File: src/rtl/issue_slot_queue.sv
// issue_slot_queue: age-ordered, collapsing integer issue queue.
// Holds renamed uops until both source operands are ready, then issues the
// oldest ready entry through a one-cycle output register.
// Optional feature: define ISSUE_QUEUE_COUNT_EN to add the io_count output.
module issue_slot_queue #(
    parameter int NUM_ENTRIES  = 4,
    parameter int WAKEUP_PORTS = 2,
    parameter int PAYLOAD_W    = 64
) (
    input  logic                      clock,
    input  logic                      reset_n,
    input  logic                      io_enq_valid,
    output logic                      io_enq_ready,
    input  logic [6:0]                io_enq_uop_uopc,
    input  logic [6:0]                io_enq_uop_prs1,
    input  logic [6:0]                io_enq_uop_prs2,
    input  logic [1:0]                io_enq_uop_lrs1_rtype,
    input  logic [1:0]                io_enq_uop_lrs2_rtype,
    input  logic                      io_enq_prs1_busy,
    input  logic                      io_enq_prs2_busy,
    input  logic [15:0]               io_enq_uop_br_mask,
    input  logic [PAYLOAD_W-1:0]      io_enq_uop_payload,
    input  logic [WAKEUP_PORTS-1:0]   io_wakeup_valid,
    input  logic [7*WAKEUP_PORTS-1:0] io_wakeup_pdst,
    input  logic [15:0]               io_br_resolve_mask,
    input  logic [15:0]               io_br_mispredict_mask,
    input  logic                      io_flush,
    output logic                      io_iss_valid,
    output logic [6:0]                io_iss_uop_uopc,
    output logic [6:0]                io_iss_uop_prs1,
    output logic [6:0]                io_iss_uop_prs2,
    output logic [1:0]                io_iss_uop_lrs1_rtype,
    output logic [1:0]                io_iss_uop_lrs2_rtype,
    output logic [15:0]               io_iss_uop_br_mask,
    output logic [PAYLOAD_W-1:0]      io_iss_uop_payload
`ifdef ISSUE_QUEUE_COUNT_EN
    ,
    output logic [3:0]                io_count
`endif
);

    localparam int CW = 4;

    // Entry storage (index 0 is oldest)
    logic [NUM_ENTRIES-1:0] val_q, val_d;
    logic [NUM_ENTRIES-1:0] p1_q, p1_d;
    logic [NUM_ENTRIES-1:0] p2_q, p2_d;
    logic [6:0]             uopc_q [NUM_ENTRIES];
    logic [6:0]             uopc_d [NUM_ENTRIES];
    logic [6:0]             prs1_q [NUM_ENTRIES];
    logic [6:0]             prs1_d [NUM_ENTRIES];
    logic [6:0]             prs2_q [NUM_ENTRIES];
    logic [6:0]             prs2_d [NUM_ENTRIES];
    logic [1:0]             rt1_q  [NUM_ENTRIES];
    logic [1:0]             rt1_d  [NUM_ENTRIES];
    logic [1:0]             rt2_q  [NUM_ENTRIES];
    logic [1:0]             rt2_d  [NUM_ENTRIES];
    logic [15:0]            brm_q  [NUM_ENTRIES];
    logic [15:0]            brm_d  [NUM_ENTRIES];
    logic [PAYLOAD_W-1:0]   pay_q  [NUM_ENTRIES];
    logic [PAYLOAD_W-1:0]   pay_d  [NUM_ENTRIES];

    // Output register
    logic                 ov_q, ov_d;
    logic [6:0]           o_uopc_q, o_uopc_d;
    logic [6:0]           o_prs1_q, o_prs1_d;
    logic [6:0]           o_prs2_q, o_prs2_d;
    logic [1:0]           o_rt1_q, o_rt1_d;
    logic [1:0]           o_rt2_q, o_rt2_d;
    logic [15:0]          o_brm_q, o_brm_d;
    logic [PAYLOAD_W-1:0] o_pay_q, o_pay_d;

    // Per-entry status
    logic [NUM_ENTRIES-1:0] kill, elig, wk1, wk2, sel_oh, surv;
    logic                   sel_any;
    logic [CW-1:0]          pos [NUM_ENTRIES];
    logic [CW-1:0]          surv_cnt;
    logic [CW-1:0]          occ_cnt;

    // Enqueue-side signals
    logic enq_fire, enq_kill, enq_wr, enq_p1, enq_p2;

    function automatic logic wake_hit(
        input logic [6:0]                preg,
        input logic [WAKEUP_PORTS-1:0]   wv,
        input logic [7*WAKEUP_PORTS-1:0] wp
    );
        logic hit;
        hit = 1'b0;
        for (int unsigned k = 0; k < WAKEUP_PORTS; k++) begin
            if (wv[k] && (wp[7*k +: 7] == preg)) begin
                hit = 1'b1;
            end
        end
        return hit;
    endfunction

    // Kill, eligibility and wakeup hits for each stored entry
    always_comb begin
        kill = '0;
        elig = '0;
        wk1  = '0;
        wk2  = '0;
        for (int unsigned i = 0; i < NUM_ENTRIES; i++) begin
            kill[i] = val_q[i] & (|(brm_q[i] & io_br_mispredict_mask));
            elig[i] = val_q[i] & p1_q[i] & p2_q[i] & ~kill[i];
            wk1[i]  = (rt1_q[i] == 2'h0) & wake_hit(prs1_q[i], io_wakeup_valid, io_wakeup_pdst);
            wk2[i]  = (rt2_q[i] == 2'h0) & wake_hit(prs2_q[i], io_wakeup_valid, io_wakeup_pdst);
        end
    end

    // Oldest-first select among eligible entries
    always_comb begin
        sel_oh  = '0;
        sel_any = 1'b0;
        for (int unsigned i = 0; i < NUM_ENTRIES; i++) begin
            if (elig[i] && !sel_any) begin
                sel_oh[i] = 1'b1;
                sel_any   = 1'b1;
            end
        end
    end

    // Survivors, their compacted positions, and current occupancy
    always_comb begin
        surv     = val_q & ~kill & ~sel_oh & {NUM_ENTRIES{~io_flush}};
        surv_cnt = '0;
        occ_cnt  = '0;
        for (int unsigned i = 0; i < NUM_ENTRIES; i++) begin
            pos[i]   = surv_cnt;
            surv_cnt = surv_cnt + CW'(surv[i]);
            occ_cnt  = occ_cnt + CW'(val_q[i]);
        end
    end

    // Enqueue handshake and operand readiness of the incoming uop
    always_comb begin
        io_enq_ready = (occ_cnt < CW'(NUM_ENTRIES));
        enq_fire     = io_enq_valid & io_enq_ready;
        enq_kill     = |(io_enq_uop_br_mask & io_br_mispredict_mask);
        enq_wr       = enq_fire & ~enq_kill & ~io_flush;
        enq_p1       = (io_enq_uop_lrs1_rtype != 2'h0) | ~io_enq_prs1_busy |
                       wake_hit(io_enq_uop_prs1, io_wakeup_valid, io_wakeup_pdst);
        enq_p2       = (io_enq_uop_lrs2_rtype != 2'h0) | ~io_enq_prs2_busy |
                       wake_hit(io_enq_uop_prs2, io_wakeup_valid, io_wakeup_pdst);
    end

    // Next entry state: survivors slide down to their compacted slot with
    // wakeup/resolve applied; a new uop lands just above the last survivor
    always_comb begin
        val_d  = '0;
        p1_d   = p1_q;
        p2_d   = p2_q;
        uopc_d = uopc_q;
        prs1_d = prs1_q;
        prs2_d = prs2_q;
        rt1_d  = rt1_q;
        rt2_d  = rt2_q;
        brm_d  = brm_q;
        pay_d  = pay_q;
        for (int unsigned k = 0; k < NUM_ENTRIES; k++) begin
            for (int unsigned i = 0; i < NUM_ENTRIES; i++) begin
                if (surv[i] && (pos[i] == CW'(k))) begin
                    val_d[k]  = 1'b1;
                    p1_d[k]   = p1_q[i] | wk1[i];
                    p2_d[k]   = p2_q[i] | wk2[i];
                    uopc_d[k] = uopc_q[i];
                    prs1_d[k] = prs1_q[i];
                    prs2_d[k] = prs2_q[i];
                    rt1_d[k]  = rt1_q[i];
                    rt2_d[k]  = rt2_q[i];
                    brm_d[k]  = brm_q[i] & ~io_br_resolve_mask;
                    pay_d[k]  = pay_q[i];
                end
            end
            if (enq_wr && (surv_cnt == CW'(k))) begin
                val_d[k]  = 1'b1;
                p1_d[k]   = enq_p1;
                p2_d[k]   = enq_p2;
                uopc_d[k] = io_enq_uop_uopc;
                prs1_d[k] = io_enq_uop_prs1;
                prs2_d[k] = io_enq_uop_prs2;
                rt1_d[k]  = io_enq_uop_lrs1_rtype;
                rt2_d[k]  = io_enq_uop_lrs2_rtype;
                brm_d[k]  = io_enq_uop_br_mask & ~io_br_resolve_mask;
                pay_d[k]  = io_enq_uop_payload;
            end
        end
    end

    // Next output register: load the selected entry, else hold fields
    always_comb begin
        ov_d     = sel_any & ~io_flush;
        o_uopc_d = o_uopc_q;
        o_prs1_d = o_prs1_q;
        o_prs2_d = o_prs2_q;
        o_rt1_d  = o_rt1_q;
        o_rt2_d  = o_rt2_q;
        o_brm_d  = o_brm_q & ~io_br_resolve_mask;
        o_pay_d  = o_pay_q;
        for (int unsigned i = 0; i < NUM_ENTRIES; i++) begin
            if (sel_oh[i]) begin
                o_uopc_d = uopc_q[i];
                o_prs1_d = prs1_q[i];
                o_prs2_d = prs2_q[i];
                o_rt1_d  = rt1_q[i];
                o_rt2_d  = rt2_q[i];
                o_brm_d  = brm_q[i] & ~io_br_resolve_mask;
                o_pay_d  = pay_q[i];
            end
        end
    end

    // Valid bits and output register, cleared asynchronously
    always_ff @(posedge clock or negedge reset_n) begin
        if (!reset_n) begin
            val_q    <= '0;
            ov_q     <= 1'b0;
            o_uopc_q <= '0;
            o_prs1_q <= '0;
            o_prs2_q <= '0;
            o_rt1_q  <= '0;
            o_rt2_q  <= '0;
            o_brm_q  <= '0;
            o_pay_q  <= '0;
        end else begin
            val_q    <= val_d;
            ov_q     <= ov_d;
            o_uopc_q <= o_uopc_d;
            o_prs1_q <= o_prs1_d;
            o_prs2_q <= o_prs2_d;
            o_rt1_q  <= o_rt1_d;
            o_rt2_q  <= o_rt2_d;
            o_brm_q  <= o_brm_d;
            o_pay_q  <= o_pay_d;
        end
    end

    // Entry contents; only meaningful while the matching valid bit is set
    always_ff @(posedge clock) begin
        p1_q   <= p1_d;
        p2_q   <= p2_d;
        uopc_q <= uopc_d;
        prs1_q <= prs1_d;
        prs2_q <= prs2_d;
        rt1_q  <= rt1_d;
        rt2_q  <= rt2_d;
        brm_q  <= brm_d;
        pay_q  <= pay_d;
    end

`ifdef ISSUE_QUEUE_COUNT_EN
    logic [CW-1:0] count_q;

    // Registered occupancy after this cycle's removals and enqueue
    always_ff @(posedge clock or negedge reset_n) begin
        if (!reset_n) begin
            count_q <= '0;
        end else begin
            count_q <= surv_cnt + CW'(enq_wr);
        end
    end

    assign io_count = count_q;
`endif

    // A held uop is suppressed the same cycle it is killed or flushed
    assign io_iss_valid          = ov_q & ~(|(o_brm_q & io_br_mispredict_mask)) & ~io_flush;
    assign io_iss_uop_uopc       = o_uopc_q;
    assign io_iss_uop_prs1       = o_prs1_q;
    assign io_iss_uop_prs2       = o_prs2_q;
    assign io_iss_uop_lrs1_rtype = o_rt1_q;
    assign io_iss_uop_lrs2_rtype = o_rt2_q;
    assign io_iss_uop_br_mask    = o_brm_q;
    assign io_iss_uop_payload    = o_pay_q;

endmodule

File: config.mk
export PLATFORM = sky130hd
export DESIGN_NAME = issue_slot_queue
export DESIGN_NICKNAME = d
export VERILOG_FILES = /design/src/rtl/issue_slot_queue.sv
export SDC_FILE = /design/constraint.sdc
export NUM_CORES = 1
export LEC_CHECK = 0
export CAP_MARGIN = 20
export CORE_MARGIN = 1.5
export CORE_UTILIZATION = 45
export CTS_CLUSTER_DIAMETER = 50
export DETAILED_ROUTE_END_ITERATION = 6
export SYNTH_ARGS = -nofsm -noshare
export SYNTH_HDL_FRONTEND = slang
export SYNTH_SLANG_ARGS = --single-unit
File: constraint.sdc
create_clock -name clock -period 19.3 [get_ports clock]
set_clock_uncertainty 0.2 [all_clocks]
set_input_delay 2.895 -clock clock [delete_from_list [all_inputs] [get_ports clock]]
set_output_delay 2.895 -clock clock [all_outputs]
set_load 0.05 [all_outputs]
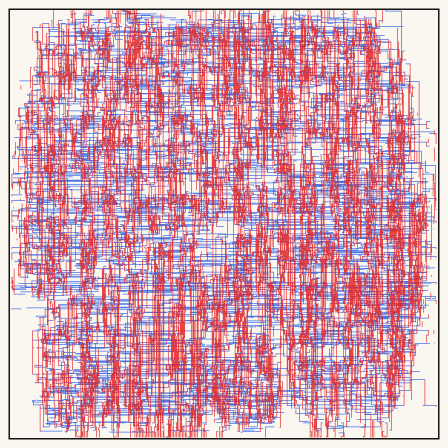
*Metal layers overlaid*
Two of the layers only.
legend:
  blue:
    layer: M1
    wire_length: 46.4 mm
  red:
    layer: M2
    wire_length: 55.1 mm
final WL: 115200 µm
vias: 27370
Total GRT Usage: 0.3198

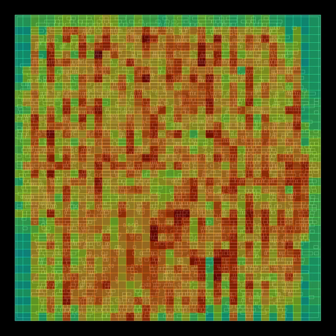
*Routing congestion*
final cell utilization of the core: 0.5382
M1 GR Usage: 0.4289
met3 Use GR: 0.04860
routing usage on met2: 0.5311
Most Crowded Layer GR: met2

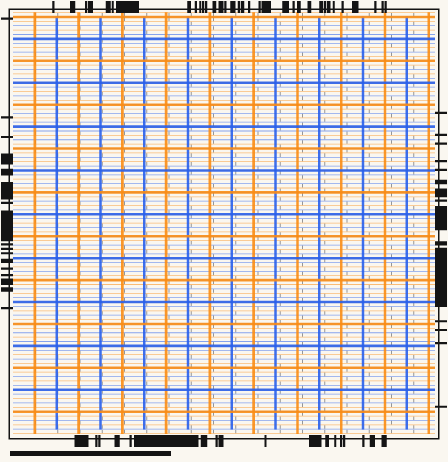
*Floorplan with the power grid*
The bar under the picture is 100 µm long. Pins as bars on the die edge. Tap cells in gray.
legend:
  orange:
    net: VSS
  blue:
    net: VDD
rows: 96
met4 straps: 19
signal pins: 266
met1 rails: 97

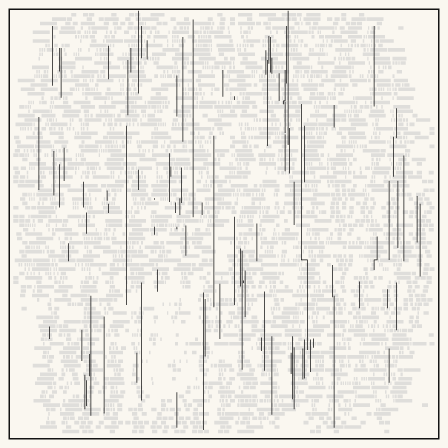
*Metal 4*
nets with wire on the layer: 66
main direction: vertical
share of all routed wire: 2.6%
wire length on this layer: 3030 µm
longest straight run: 122 µm

## layout make-up
cell class,instances,area share
flip-flops and latches,538,0.4242
multi-input cells,2585,0.3909
repair buffers,310,0.08309
clock buffers,89,0.05357
well taps,882,0.03000
clock inverters,51,0.01735
inverters,7,0.0007143
diodes,3,0.0002041
## cells in the final DEF (no fill, tap or decap), types with 7 or more instances in the layout
cell type / netlist / routed
nand2_1: 1009 / 1007
edfxtp_1: 428 / 428
nor2_1: 357 / 355
clkdlybuf4s50_1: 0 / 264
mux2i_1: 247 / 247
a21oi_1: 157 / 157
o21ai_0: 154 / 153
a22oi_1: 138 / 138
dfrtp_1: 110 / 110
o22ai_1: 89 / 89
xnor2_1: 80 / 80
clkbuf_16: 0 / 76
xor2_1: 60 / 60
nand4_1: 51 / 51
buf_4: 3 / 41
a211oi_1: 38 / 38
o21ai_1: 36 / 36
mux2_2: 32 / 32
o211ai_1: 20 / 20
nand3_1: 18 / 17
clkinv_2: 0 / 14
clkbuf_1: 216 / 11
inv_6: 0 / 11
nor4_1: 11 / 10
bufinv_16: 0 / 10
nor3_1: 9 / 8
inv_1: 7 / 7
a22o_1: 7 / 7
## per-layer routing
layer,routed length (µm),track usage
met4,3025,0.1049
met1,46440,0.4289
met3,10560,0.04860
met2,55120,0.5311
met5,27,0
## report_power, final
| group | internal (µW) | total (µW) | switching, µW | leakage (µW) |
|---|---|---|---|---|
| Combinational | 44.6 | 105 | 60.1 | 0.00732 |
| Clock | 880 | 1450 | 566 | 0.00127 |
| Sequential | 1240 | 1240 | 0.329 | 0.00415 |
## sequential cells by signal, indices dropped and copies added, names as in the netlist
signal	flops
prs2_q	28
prs1_q	28
uopc_q	28
p1_q	4
io_iss_uop_br_mask	16
pay_q	256
io_iss_uop_lrs2_rtype	2
io_iss_uop_lrs1_rtype	2
io_iss_uop_uopc	7
ov_q	1
val_q	4
brm_q	64
p2_q	4
io_iss_uop_payload	64
rt1_q	8
io_iss_uop_prs2	7
rt2_q	8
io_iss_uop_prs1	7
## tightest hold or removal path: cells and delay by family (launching register included)
kind	cells	cell delay (ns)
compound gates	2	0.11
flops	1	0.32
## kinds of logic after synthesis
family                     count (synthesis)
AOI/OAI and AO/OA                        665
xor gates and xnor gates                 140
adders and majority gates                  9
buffers and inverters                    283
DFF                                      538
muxes                                    279
and+or+nand+nor                         1492
## how the worst min path moves through the flow
stage                             endpoint  cells after the start  slack (ns)  startpoint
detailed placement  io_iss_uop_payload[29]                      2        0.25  pay_q[221]
finish              io_iss_uop_payload[11]                      2        0.26  pay_q[203]
global placement     io_iss_uop_payload[2]                      2        0.24  pay_q[194]
floorplan            io_iss_uop_payload[0]                      2        0.24  pay_q[192]
CTS                 io_iss_uop_payload[10]                      2        0.27  pay_q[202]
global route         io_iss_uop_payload[8]                      2        0.28  pay_q[200]
## through the flow
stage	utilization	setup WS, ns	instances	area [µm²]
2_1_floorplan	-	6.762	3406	30990
3_3_place_gp	0.4992	9.115	4320	34120
3_5_place_dp	0.4996	9.008	4321	34140
4_1_cts	0.5377	9.655	4461	36750
5_1_grt	0.5382	9.207	4465	36790
6_report	0.5382	9.614	4465	36790
==> run summary <==
run metrics: mapped cell area=30990 µm², CORE AREA=68350 µm², Setup Crit Path Kind=input pin to flop, slowest library cell on the worst path=or3_4, max incr delay on CP=0.79 ns, port bufs=265, Crit. path cell count=16, setup tns final=0 ns, 1st-iter DRT viols=3311, global-route wire length before repair=170800 µm, clk sink count=538, Hold Buf Count CTS=0, CP bufs+invs=3, gpl congestion=0.9476, MaxCap Viol Count=0, unrepaired setup endpoints after global routing=false, Period Utilization, post-route=0.5019, layout cell share with drive strength beyond 1=0.06480, status=finished, final reports clean, Die X=265.4 µm, Synth area leader=edfxtp_1, Main logic family=simple AND/OR/NAND/NOR gates, Hold Vio Cnt, Final=0, CP endpoint=pay_q[235], Post-CTS Setup Bufs=0, Pre-antenna DRT Iters=6, largest net degree at the start of global routing=160, worst reg2reg endpoint=pay_q[235], vias per cell=6.131, clock buffer depth=3, start point of the critical path=io_br_mispredict_mask[8], launching point of the worst reg2reg path=brm_q[24], total CTS buffers=75, Max Slew Vio Count=0, # H-tree levels=3, # IOs=266, vias in the first global route=26960, R2R cell count=15, Adder-Cell Fraction of Synth Area=0.004360, final setup violation count=0, post-synthesis sequential area ratio=0.5035, CP top delay family=simple AND/OR/NAND/NOR gates, nets@finish=3685, DRC=0, Cells after Synth=3406, Worst Tran Pin Value=1.153 ns, logic area=14380 µm², Nets at Floorplan=3574, FMAX=0.1032 GHz, aoi share=0.1314, Die Area=70460 µm², quantity of gates resized following cts=0, crit-path most repeated cell=nand2_1, top cells by count=nand2_1, edfxtp_1, nor2_1, leakage power=0.01274 µW, min Tclk post-route=9.686 ns, flip-flops with a built-in enable=428, synth unique cells=56, ys async rst share=0.2045, Worst Path Arrival=9.72 ns, Power Total=2791 µW, Basic Gates by Area=0.1930, row count=96, most instantiated library cell after synthesis=nand2_1, YS chip area=30990 µm², CTS tree=yes, antenna viol nets, final=0, Post-synth regs=538, hold crit path type=flop to flop, floorplan core density=0.4535, critical-path cell list=clkdlybuf4s50_1 > a222oi_1 > nand2_1 > nor4_2 > nand2_1 > fa_1 > inv_1 > ha_1 > fa_1 > nor2_1 > and4_1 > nand2_1 > nor3_1 > or2_4 > or3_4 > buf_4, DR WL/cell=25.80 µm, Multiplexer share=0.09140, CP required=19.34 ns, crit-path max FO=45, crit start category=input pin, Worst-Skew Late Latency=0.62 ns, Max transition margin=0.2315, Die H=265.4 µm, Log Warnings=32, main flop type=edfxtp_1, cells in synth_stat.txt=3406, dpl hpwl=67450 µm, Yosys warnings=0, reg-to-reg slack, setup=12.03 ns, initial antenna violation count=5, Synth Area in XOR/XNOR=0.03956, Hold WS=0.2623 ns, PD cells=75.87 nW/µm², CTS clk-pin slew, worst paths=0.06 ns, Critical Path End Type=flop, register area=15610 µm², Syn-to-layout area delta=18.70%, area share, top type=0.4147, filler instances=6065, Synth Area per Inst=9.099 µm², clk root buf=clkbuf_16, global route overflow=0, maximum vdd ir drop=67.25 µV, top cells by area=edfxtp_1, nand2_1, dfrtp_1, mux2i_1, nor2_1
Power figures rest on the tool's default switching activity, not on a simulated workload.
